Figure 1. Congestion heat map (run 1).
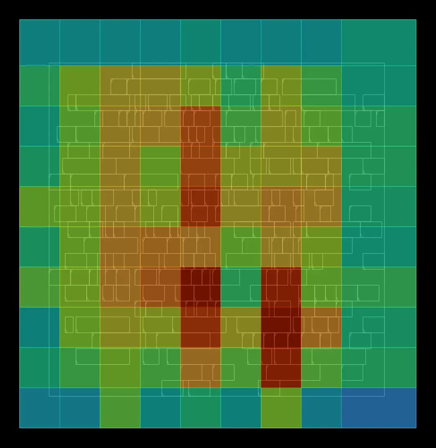
Figure 2. Wiring heat map (run 1).
(6 px per µm) 14 x 14 tiles, from white (low) to dark blue (high), scaled to the fullest tile. Values are wire area over tile area, all layers added.
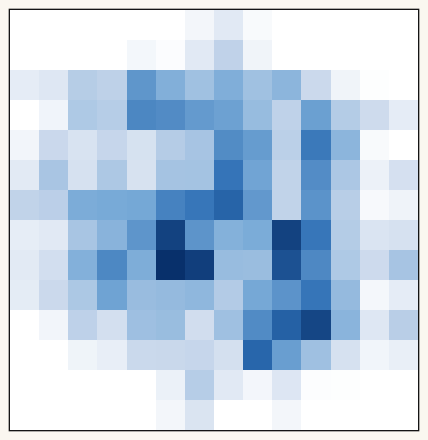
Figure 3. Routed clock nets over the placement (run 1).
(6 px per µm)
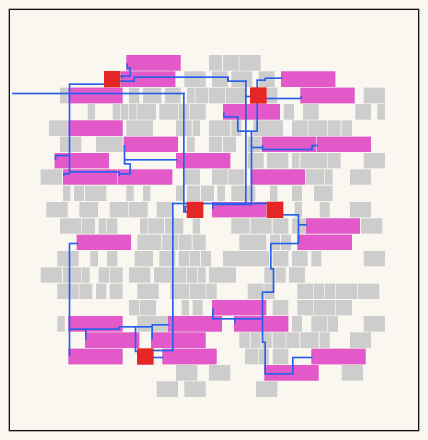
`config.mk`:
```
export PLATFORM = sky130hd
export DESIGN_NAME = window_buffer_ctrl_param
export DESIGN_NICKNAME = d
export VERILOG_FILES = /design/src/rtl/window_buffer_ctrl_param.sv
export SDC_FILE = /design/constraint.sdc
export NUM_CORES = 1
export LEC_CHECK = 0
export CAP_MARGIN = 20
export CORE_AREA = 5 5 63 65
export DETAILED_ROUTE_END_ITERATION = 8
export DIE_AREA = 0 0 68 70
export MAX_ROUTING_LAYER = met4
export PLACE_DENSITY = 0.8
export SLEW_MARGIN = 10
export SYNTH_ARGS = -nofsm -noshare
export SYNTH_HDL_FRONTEND = slang
export SYNTH_SLANG_ARGS = --single-unit
```
`constraint.sdc`:
```
create_clock -name clk -period 2.3 [get_ports clk]
set_clock_uncertainty 0.05 [all_clocks]
set_input_delay 0.23 -clock clk [delete_from_list [all_inputs] [get_ports clk]]
set_output_delay 0.23 -clock clk [all_outputs]
set_load 0.01 [all_outputs]
```
`src/rtl/window_buffer_ctrl_param.sv`:
```
// window_buffer_ctrl_param: KxK window-buffer controller; optional abort input under WINBUF_CTRL_ABORT_EN
module window_buffer_ctrl_param #(
  parameter int WIN_SIZE   = 17,
  parameter int IMG_W      = 640,
  parameter int IMG_H      = 480,
  parameter int CNT_W      = 11,
  parameter int GAP_CYCLES = 2
) (
  input  logic             clk,
  input  logic             rst,
  input  logic             start_i,
`ifdef WINBUF_CTRL_ABORT_EN
  input  logic             abort_i,
`endif
  input  logic             pix_valid_i,
  output logic             count_en_o,
  output logic             win_valid_o,
  output logic [CNT_W-1:0] row_o,
  output logic [CNT_W-1:0] col_o,
  output logic             busy_o,
  output logic             progress_done_o
);
  if (WIN_SIZE < 2 || WIN_SIZE > IMG_W || WIN_SIZE > IMG_H ||
      (64'd1 << CNT_W) <= 64'(IMG_W) || (64'd1 << CNT_W) <= 64'(IMG_H) ||
      GAP_CYCLES < 0 || GAP_CYCLES > 15) begin : g_param_err
    $error("window_buffer_ctrl_param: illegal parameter combination");
  end
  typedef enum logic [2:0] {IDLE, PRIME, FILL, OUT, GAP, FINISH, DONE} state_t;
  localparam logic [CNT_W-1:0] FILL_LAST = CNT_W'(WIN_SIZE - 2);
  localparam logic [CNT_W-1:0] COL_LAST  = CNT_W'(IMG_W - 1);
  localparam logic [CNT_W-1:0] ROW_LAST  = CNT_W'(IMG_H - WIN_SIZE);
  localparam logic [3:0]       GAP_LAST  = 4'(GAP_CYCLES == 0 ? 0 : GAP_CYCLES - 1);
  state_t     state, nxt;
  logic [3:0] gap_cnt;
  logic       abort, active, row_end;
`ifdef WINBUF_CTRL_ABORT_EN
  assign abort = abort_i;
`else
  assign abort = 1'b0;
`endif
  assign active  = (state == FILL || state == OUT) && pix_valid_i;
  assign row_end = state == OUT && pix_valid_i && col_o == COL_LAST;
  always_ff @(posedge clk or posedge rst)
    if (rst) state <= IDLE;
    else     state <= nxt;
  always_comb begin
    nxt = state;
    unique case (state)
      IDLE:    nxt = start_i ? PRIME : IDLE;
      PRIME:   nxt = FILL;
      FILL:    nxt = (pix_valid_i && col_o == FILL_LAST) ? OUT : FILL;
      OUT:     nxt = !row_end ? OUT : row_o == ROW_LAST ? FINISH : GAP_CYCLES == 0 ? FILL : GAP;
      GAP:     nxt = gap_cnt == GAP_LAST ? FILL : GAP;
      FINISH:  nxt = DONE;
      DONE:    nxt = start_i ? DONE : IDLE;
      default: nxt = IDLE;
    endcase
    if (abort) nxt = IDLE;
  end
  // Row/col clear on abort and in IDLE so every frame starts from (0,0)
  always_ff @(posedge clk or posedge rst)
    if (rst) begin
      row_o   <= '0;
      col_o   <= '0;
      gap_cnt <= '0;
    end else if (abort || state == IDLE) begin
      row_o   <= '0;
      col_o   <= '0;
      gap_cnt <= '0;
    end else begin
      gap_cnt <= state == GAP ? gap_cnt + 4'd1 : 4'd0;
      if (active) col_o <= row_end ? '0 : col_o + 1'b1;
      if (row_end && row_o != ROW_LAST) row_o <= row_o + 1'b1;
    end
  always_comb begin
    count_en_o      = active;
    win_valid_o     = state == OUT && pix_valid_i;
    busy_o          = state != IDLE && state != DONE;
    progress_done_o = state == FINISH;
  end
endmodule

```
==> impl_metrics.json, run 1 <==
{
  "status": "finished clean",
  "cts-resized-gates": 0,
  "gp_congestion": 0.829,
  "tns_ns": 0,
  "rsz0062_at_grt": "false",
  "switching_share_pct": 33.6,
  "synth_cells": 175,
  "cts_tree": "yes",
  "hold_class": "in -> async",
  "p_sw_w": 0.000447,
  "end_kind": "primary output",
  "edf_count": 0,
  "die_w_um": 68,
  "crit_path_top_delay_cell": "dfrtp_2",
  "h-tree-depth": 2,
  "fp_nets": 183,
  "antenna_found_initial": 0,
  "worst_slack_ns": 0.160,
  "cap_violations": 0,
  "r2r_setup_slack_ns": 0.34,
  "finalNetCount": 215,
  "finalCritPeriodShare_pct": 93.1,
  "area_growth_pct": 23.9,
  "p_seq_share_pct": 46.8,
  "fill_cells": 280,
  "worstPathMaxFanout": 12,
  "avgSynthCellArea_um2": 9.57,
  "post_cts_buffers": 0,
  "slew_violations": 0,
  "seqCellArea_um2": 727,
  "holdBufCountCts": 0,
  "root_buffer": "clkbuf_4",
  "numSynthFlops": 29,
  "fmax_mhz": 467,
  "first_global_vias": 1444,
  "cts_buffers": 5,
  "hold_viol": 0,
  "leakage_nw": 0.835,
  "dpl_cell_area_mm2": 0.00200,
  "tightest_slew_ns": 0.629,
  "cp_data_required_time_ns": 2.02,
  "fp_util_pct": 51.0,
  "fin_crit_ns": 2.14,
  "grt_max_degree": 30,
  "cts_sinks": 29,
  "num_antenna_cells": 0,
  "grt-ovfl-total": 0,
  "synth_seq_share_pct": 43.3,
  "rows": 21,
  "final_cell_mix": "29 x clkdlybuf4s50_1, 28 x dfrtp_1, 12 x nor2_1, 12 x a21oi_1",
  "ant_nets": 0,
  "warning_count": 27,
  "yosysCellCount": 175,
  "powerDensity_mw_per_mm2": 642,
  "cell_internal_pwr_w": 0.000885,
  "io_pins": 30,
  "first_pass_iters": 4,
  "dieHeight_um": 70,
  "drt_iter0_drc": 101,
  "ys_area_mm2": 0.00168,
  "peakVddDrop_mv": 0.385,
  "syn_area_mm2": 0.00168,
  "final_common_cell": "clkdlybuf4s50_1",
  "cts_buffer_depth": 2,
  "ys.warnings.count": 0,
  "clkTransAtPathRegs_ns": 0.09,
  "die_area_mm2": 0.00476,
  "ys_types": 46,
  "portBuffers": 29,
  "drive_above_1_share_pct": 12.0,
  "start_kind": "register",
  "grt_pass1_wl_um": 6490,
  "fin_area_mm2": 0.00208,
  "async_flop_share_pct": 100
}
Back to the opening pictures, Figure 1:
met2 capacity usage during global routing: 28.3%
GRT Max-Usage Layer: met2

Back to the opening pictures, Figure 2:
emptiest ninth of the die: south-west
densest ninth of the die: center
nearly empty tiles: 25%
vias post-DR: 1539
WL/cell: 15.4 µm
DRT Wirelength: 3900 µm
Total GRT Usage: 18.2%

Back to the opening pictures, Figure 3:
[blue] clock wires | length: 372 µm
[red] clock drivers | count: 5
[magenta] flip-flops | count: 29
routed clock nets: 6
clock share of power: 26.5%
Latency at later pin: 0.33 ns

[run 1: synthesized netlist by cell type, drive strengths merged (6+ instances only)]
library cell  count  area share, %
nand3            11            3.3
o21ai            11            3.3
nor2             12            2.7
nand2            12            2.8
or4               7            3.1
buf               6            2.5
a21oi            12            3.6
inv               6            1.3
dfrtp            29             43
or3               6            2.4
[run 1: stage by stage]
step           utilization (%)  instances
4_1_cts                   63.2        254
2_1_floorplan                -        175
5_1_grt                   63.2        254
3_5_place_dp              61.0        246
6_report                  63.2        254
3_3_place_gp              61.0        246
[run 1: routing by layer]
layer	GRT usage (%)	vias up	wire length, µm
met5	-	-	0
met4	8.17	0	44
met3	4.81	4	208
met2	28.3	49	1970
met1	21.7	759	1680
li1	-	727	-
[run 1: logic make-up after synthesis]
kind of cell | Yosys count | synth area share [%]
AND/OR/NAND/NOR | 77 | 28.2
XOR/XNOR | 7 | 3.66
flip-flops | 29 | 43.3
adder cells (fa/ha/maj) | 4 | 2.99
buffers and inverters | 14 | 4.26
multiplexers | 1 | 0.597
AND-OR/OR-AND | 43 | 17.0
[run 1: sequential cells by signal (all words and copies together) (netlist names)]
| register | count |
|---|---|
| col_o | 11 |
| gap_cnt | 4 |
| row_o | 11 |
| state | 3 |
[run 1: power groups by stage]
stage | Clock, W | Sequential (W) | Combinational (W)
4_1_cts | 0.000365 | 0.000621 | 0.000360
5_1_grt | 0.000384 | 0.000636 | 0.000391
2_1_floorplan | 0 | 0.000596 | 0.000274
3_5_place_dp | 0 | 0.000630 | 0.000359
6_report | 0.000353 | 0.000624 | 0.000355
3_3_place_gp | 0 | 0.000626 | 0.000354
[run 1: path summary, 6_finish.rpt]
check,start,end,depth (start not counted)
hold reg to reg,gap_cnt[0]$_DFF_PP0_,gap_cnt[0]$_DFF_PP0_,1
hold / removal,rst,row_o[0]$_DFFE_PP0P_,3
setup / recovery,state[1]$_DFF_PP0_,busy_o,3
min in group clk,gap_cnt[0]$_DFF_PP0_,gap_cnt[0]$_DFF_PP0_,1
setup reg to reg,state[0]$_DFF_PP0_,col_o[10]$_DFFE_PP0P_,4
max in group asynchronous,rst,state[1]$_DFF_PP0_,3
[run 1: area by class of cell]
type	count	share of cell area, %
flip-flops and latches	29	35.0
clock inverters	1	0.241
clock buffers	7	3.13
multi-input cells	132	42.3
repair buffers	33	15.4
well taps	46	2.77
inverters	6	1.08
[run 1: critical path, delay by kind of cell, from the launching register on]
family / cells / cell delay, ns
AND/OR/NAND/NOR: 2 / 0.55
buffers and inverters: 1 / 0.49
flip-flops: 1 / 0.49
==> inputs of run 2 (changes only) <==
--- a/config.mk
+++ b/config.mk
@@ -7,6 +7,7 @@
 export LEC_CHECK = 0
 export CAP_MARGIN = 20
 export CORE_AREA = 5 5 63 65
+export CTS_BUF_LIST = sky130_fd_sc_hd__clkbuf_16
 export DETAILED_ROUTE_END_ITERATION = 8
 export DIE_AREA = 0 0 68 70
 export MAX_ROUTING_LAYER = met4
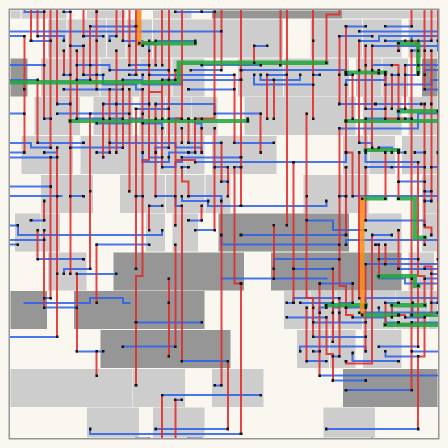
Figure 4: run 2, close-up of the layout.
Window x 19 to 49, y 6 to 36 µm. Cells in gray, sequential cells in the stronger gray; small squares are vias.
| color | layer |
|---|---|
| orange | metal 4 |
| green | metal 3 |
| blue | metal 1 |
| red | metal 2 |
cells with their middle in the window: 65
sequential cells in the window: 6
netlist names of flops here include: `col_o` (3), `row_o` (3)
most frequent: a21oi_1 (7)

==> run 2 against run 1 <==
Largest power group unchanged. Combinational power hardly changed. Synthesized area unchanged. Total power up 19%. Register-to-register slack hardly changed. Critical path type unchanged. Cell area grew 3.2%.
==> impl_metrics.json, run 2 <==
{
  "antenna_found_initial": 0,
  "holdBufCountCts": 0,
  "area_leaders": "dfrtp_1 43%, a21oi_1 3.6%, nand3_1 3.3%, or4_1 3.1%, ha_1 3.0%",
  "p_sw_w": 0.000487,
  "slew_violations": 0,
  "end_kind": "primary output",
  "vias": 1532,
  "yosysTopAreaCell": "dfrtp_1",
  "clkPwrFrac_pct": 38.0,
  "reg.largest.list": "col_o (11), row_o (11), gap_cnt (4)",
  "routed_wl_um": 3970,
  "numSynthFlops": 29,
  "peakVddDrop_mv": 0.405,
  "drive_above_1_share_pct": 10.6,
  "routedWlPerCell_um": 15.6,
  "final_cell_mix": "29 x dfrtp_1, 29 x clkdlybuf4s50_1, 12 x nor2_1, 12 x a21oi_1",
  "seqCellArea_um2": 726,
  "die_w_um": 68,
  "avgSynthCellArea_um2": 9.57,
  "p_seq_share_pct": 39.4,
  "cp-endpoint": "busy_o",
  "gp_congestion": 0.829,
  "cell_internal_pwr_w": 0.00110,
  "warning_count": 27,
  "tightest_slew_ns": 0.661,
  "top_cells_by_count": "29 x dfrtp_1, 12 x a21oi_1, 12 x nor2_1",
  "finalCritPeriodShare_pct": 93.3,
  "ys_sh_aoi_pct": 17.0,
  "hold_class": "in -> async",
  "path_depth": 3,
  "ys_sh_simple_pct": 28.2,
  "switching_share_pct": 30.7,
  "cp_data_required_time_ns": 2.02,
  "cts_buffers": 5,
  "mux_share_pct": 0.597,
  "crit_path_top_delay_cell": "dfrtp_1",
  "fin_crit_ns": 2.15,
  "yosysMostFrequentCell": "dfrtp_1",
  "finalNetCount": 215,
  "h-tree-depth": 2,
  "tns_ns": 0,
  "ant_nets": 0,
  "grt-ovfl-total": 0,
  "grt_pass1_wl_um": 6570,
  "rows": 21,
  "fp_nets": 183,
  "rr_startpoint": "state[0]$_DFF_PP0_",
  "cp_top_family": "simple AND/OR/NAND/NOR gates",
  "status": "finished clean",
  "grt_use_total_pct": 18.4,
  "yosysCellCount": 175,
  "hold_viol": 0,
  "top_cell_area_share_pct": 43.3,
  "syn_area_mm2": 0.00168,
  "post_cts_buffers": 0,
  "fmax_mhz": 466,
  "worstSetupStartpoint": "state[1]$_DFF_PP0_",
  "io_pins": 30,
  "worstPathMaxFanout": 12,
  "first_global_vias": 1442,
  "clkTransAtPathRegs_ns": 0.05,
  "synth_seq_share_pct": 43.3,
  "reg2reg_to": "col_o[8]$_DFFE_PP0P_",
  "dieHeight_um": 70,
  "first_pass_iters": 4,
  "synth_cells": 175,
  "ys_types": 46,
  "rsz0062_at_grt": "false",
  "leakage_nw": 0.864,
  "r2r_setup_slack_ns": 0.35,
  "fill_cells": 271,
  "grt_max_degree": 30,
  "async_flop_share_pct": 100,
  "reg2regPathDepth": 4,
  "cts_sinks": 29,
  "ys_area_mm2": 0.00168,
  "cts_buffer_depth": 2,
  "logic_family": "simple AND/OR/NAND/NOR gates",
  "area_growth_pct": 27.9,
  "ys.warnings.count": 0,
  "start_kind": "register",
  "fp_util_pct": 51.0,
  "synth_adder_area_share_pct": 2.99,
  "drt_iter0_drc": 137,
  "place_inst": 246,
  "die_area_mm2": 0.00476
}
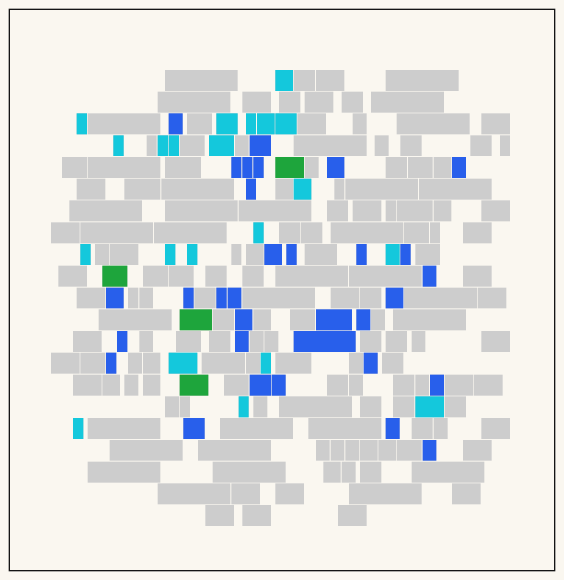
Figure 5: run 2, gate families picked out.
(8 px per µm)
| color | family | cells |
|---|---|---|
| blue | nand cells | 32 |
| cyan | nor cells | 21 |
| green | non-inverting ao/oa cells | 4 |
Comb area share: 41.0%
Finished Layout Cells: 254

==> run 2: logic make-up after synthesis <==
group	count (synthesis)
buffers and inverters	14
and+or+nand+nor	77
DFF	29
AOI/OAI and AO/OA	43
muxes	1
xor gates and xnor gates	7
adders and majority gates	4
==> run 2: final cells by class <==
type | count | area share [%]
multi-input combinational | 132 | 41.0
sequential | 29 | 33.9
timing repair buffer | 33 | 15.0
clock buffer | 5 | 5.84
tap | 46 | 2.69
inverter | 6 | 1.05
clock inverter | 3 | 0.584
==> run 2: how the worst min path moves through the flow <==
stage | start | to | slack [ns] | depth (start not counted)
after floorplan | rst | col_o[0]$_DFFE_PP0P_ | 0.26 | 1
after global placement | gap_cnt[0]$_DFF_PP0_ | gap_cnt[0]$_DFF_PP0_ | 0.43 | 1
after detailed placement | gap_cnt[0]$_DFF_PP0_ | gap_cnt[0]$_DFF_PP0_ | 0.44 | 1
after CTS | rst | row_o[1]$_DFFE_PP0P_ | 0.29 | 3
after global routing | rst | row_o[0]$_DFFE_PP0P_ | 0.33 | 3
final | rst | row_o[1]$_DFFE_PP0P_ | 0.28 | 3
==> run 2: metrics by stage <==
stage	worst slack, ns	hold slack (ns)	area (µm²)
3_5_place_dp	0.272	0.441	2000
4_1_cts	0.153	0.293	2140
6_report	0.153	0.279	2140
5_1_grt	0.0645	0.334	2140
3_3_place_gp	0.316	0.427	2000
2_1_floorplan	0.520	0.258	1680
==> run 2: layer usage <==
| metal | routed length, µm | GRT usage, % | vias up | part of all wire, % |
|---|---|---|---|---|
| met5 | 0 | - | - | 0 |
| met4 | 81 | 9.49 | 0 | 2.0 |
| met3 | 199 | 3.85 | 9 | 5.0 |
| met2 | 1960 | 28.3 | 57 | 49 |
| met1 | 1730 | 22.4 | 743 | 43 |
| li1 | - | - | 723 | - |
==> run 2: tightest hold or removal path, cell delays in order <==
cell and delay, ns:
clkdlybuf4s50_1 0.39, inv_1 0.05, buf_4 0.34
==> run 2: power by group through the flow <==
stage | clock (W) | sequential [W] | combinational [W]
2_1_floorplan | 0 | 0.000596 | 0.000274
3_3_place_gp | 0 | 0.000626 | 0.000354
3_5_place_dp | 0 | 0.000630 | 0.000359
4_1_cts | 0.000610 | 0.000623 | 0.000362
5_1_grt | 0.000628 | 0.000637 | 0.000391
6_report | 0.000602 | 0.000624 | 0.000358
==> inputs of run 3 (changes only) <==
--- a/config.mk
+++ b/config.mk
@@ -5,9 +5,9 @@
 export SDC_FILE = /design/constraint.sdc
 export NUM_CORES = 1
 export LEC_CHECK = 0
-export CAP_MARGIN = 20
 export CORE_AREA = 5 5 63 65
 export CTS_BUF_LIST = sky130_fd_sc_hd__clkbuf_16
+export CTS_CLUSTER_SIZE = 24
 export DETAILED_ROUTE_END_ITERATION = 8
 export DIE_AREA = 0 0 68 70
 export MAX_ROUTING_LAYER = met4
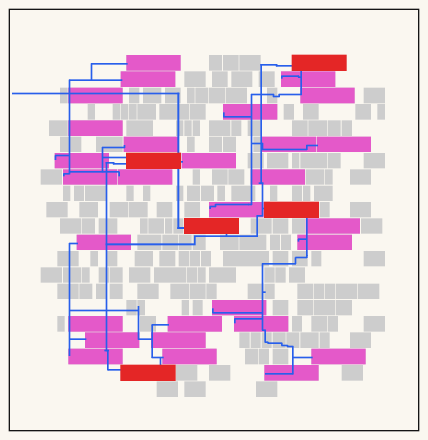
Figure 6: run 3, routed clock nets over the placement.
(6 px per µm)
[red] clock drivers | count: 5
[blue] clock wires | length: 411 µm
[magenta] flip-flops | count: 29
routed clock nets: 6
Clk power: 0.000602 W
Latency at later pin: 0.27 ns
clock share of power: 38.0%

==> run 3 against run 2 <==
First-iteration DRC count did not move. Worst setup slack did not move. Combinational power barely moved. Sequential cell count did not move. Total power did not move. Largest cell class unchanged.
==> impl_metrics.json, run 3 <==
{
  "final_cell_mix": "29 x dfrtp_1, 29 x clkdlybuf4s50_1, 12 x nor2_1, 12 x a21oi_1",
  "area_growth_pct": 27.9,
  "status": "finished clean",
  "fill_cells": 271,
  "hold_class": "in -> async",
  "io_pins": 30,
  "rows": 21,
  "h-tree-depth": 2,
  "routedWlPerCell_um": 15.6,
  "cp_data_required_time_ns": 2.02,
  "area_leaders": "dfrtp_1 43%, a21oi_1 3.6%, nand3_1 3.3%, or4_1 3.1%, ha_1 3.0%",
  "synth_seq_share_pct": 43.3,
  "fmax_mhz": 466,
  "cts_buffer_depth": 2,
  "tightest_slew_ns": 0.661,
  "numSynthFlops": 29,
  "gp_congestion": 0.829,
  "cp_top_family": "simple AND/OR/NAND/NOR gates",
  "grt_pass1_wl_um": 6570,
  "end_kind": "primary output",
  "die_area_mm2": 0.00476,
  "first_global_vias": 1442,
  "cts_sinks": 29,
  "leakage_nw": 0.864,
  "start_kind": "register",
  "hold_viol": 0,
  "cell_internal_pwr_w": 0.00110,
  "die_w_um": 68,
  "top_cells_by_count": "29 x dfrtp_1, 12 x a21oi_1, 12 x nor2_1",
  "synth_cells": 175,
  "clkTransAtPathRegs_ns": 0.05,
  "final_cells": 254,
  "finalNetCount": 215,
  "first_pass_iters": 4,
  "ys_area_mm2": 0.00168,
  "grt-ovfl-total": 0,
  "reg.largest.list": "col_o (11), row_o (11), gap_cnt (4)",
  "top_cell_area_share_pct": 43.3,
  "syn_area_mm2": 0.00168,
  "holdBufCountCts": 0,
  "p_sw_w": 0.000487,
  "warning_count": 27,
  "fp_util_pct": 51.0,
  "reg2regPathDepth": 4,
  "switching_share_pct": 30.7,
  "rsz0062_at_grt": "false",
  "finalCritPeriodShare_pct": 93.3,
  "async_flop_share_pct": 100,
  "yosysCellCount": 175,
  "ys_types": 46,
  "r2r_setup_slack_ns": 0.35,
  "worstPathMaxFanout": 12,
  "grt_max_degree": 30,
  "dieHeight_um": 70,
  "slew_violations": 0,
  "ys.warnings.count": 0,
  "grt_use_total_pct": 18.4,
  "ant_nets": 0,
  "powerDensity_mw_per_mm2": 739,
  "reg2reg_to": "col_o[8]$_DFFE_PP0P_",
  "tns_ns": 0,
  "crit_path_top_delay_cell": "dfrtp_1",
  "place_inst": 246,
  "post_cts_buffers": 0,
  "p_seq_share_pct": 39.4,
  "rr_startpoint": "state[0]$_DFF_PP0_",
  "fp_nets": 183
}
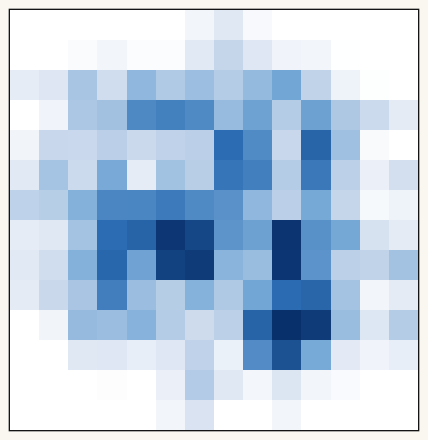
Figure 7: run 3, wiring heat map.
(6 px per µm) 14 x 14 tiles, from white (low) to dark blue (high), scaled to the fullest tile. Values are wire area over tile area, all layers added.
fullest tile: 0.47
mean over tiles: 0.13
nearly empty tiles: 21%
densest ninth of the die: center
tiles over half the peak: 22%
emptiest ninth of the die: south-west
DRT Wirelength: 3970 µm
vias post-DR: 1532

==> run 3: tightest hold or removal path, delay by kind of cell <==
kind | cells | cell delay (ns)
buf+inv | 3 | 0.78
==> run 3: cell families after synthesis <==
group	share of synthesized area (%)
AND-OR/OR-AND	17.0
multiplexers	0.597
XOR/XNOR	3.66
flip-flops	43.3
adder cells (fa/ha/maj)	2.99
buffers and inverters	4.26
AND/OR/NAND/NOR	28.2
==> run 3: power by group through the flow <==
stage	logic (W)	registers [W]	clock network, W
after detailed placement	0.000359	0.000630	0
after CTS	0.000362	0.000623	0.000610
after floorplan	0.000274	0.000596	0
after global placement	0.000354	0.000626	0
after global routing	0.000391	0.000637	0.000628
final	0.000358	0.000624	0.000602
==> run 3: through the flow <==
step | total power, W | setup WS, ns | cell area [µm²] | hold WS (ns)
global placement | 0.000980 | 0.316 | 2000 | 0.427
detailed placement | 0.000989 | 0.272 | 2000 | 0.441
CTS | 0.00160 | 0.153 | 2140 | 0.293
global route | 0.00166 | 0.0645 | 2140 | 0.334
finish | 0.00158 | 0.153 | 2140 | 0.279
floorplan | 0.000869 | 0.520 | 1680 | 0.258
==> run 3: routing by layer <==
metal | up-vias | share of wire (%) | routed length, µm | global-route usage (%)
met4 | 0 | 2.0 | 81 | 9.49
met2 | 57 | 49 | 1960 | 28.3
li1 | 723 | - | - | -
met5 | - | 0 | 0 | -
met1 | 743 | 43 | 1730 | 22.4
met3 | 9 | 5.0 | 199 | 3.85
==> run 3: how the worst max path moves through the flow <==
stage | start | to | slack [ns] | cells after the start
after floorplan | col_o[0]$_DFFE_PP0P_ | row_o[10]$_DFFE_PP0P_ | 0.52 | 5
after global placement | pix_valid_i | col_o[8]$_DFFE_PP0P_ | 0.32 | 5
after detailed placement | pix_valid_i | col_o[8]$_DFFE_PP0P_ | 0.27 | 5
after CTS | state[1]$_DFF_PP0_ | busy_o | 0.15 | 3
after global routing | state[1]$_DFF_PP0_ | busy_o | 0.06 | 3
final | state[1]$_DFF_PP0_ | busy_o | 0.15 | 3
==> run 3: cell type report <==
type	count	area (µm²)	area share, %
tap	46	57.6	2.69
clock buffer	5	125	5.84
inverter	6	22.5	1.05
clock inverter	3	12.5	0.584
multi-input combinational	132	878	41.0
sequential	29	726	33.9
timing repair buffer	33	320	15.0
Power is estimated from default activity; no workload was simulated.
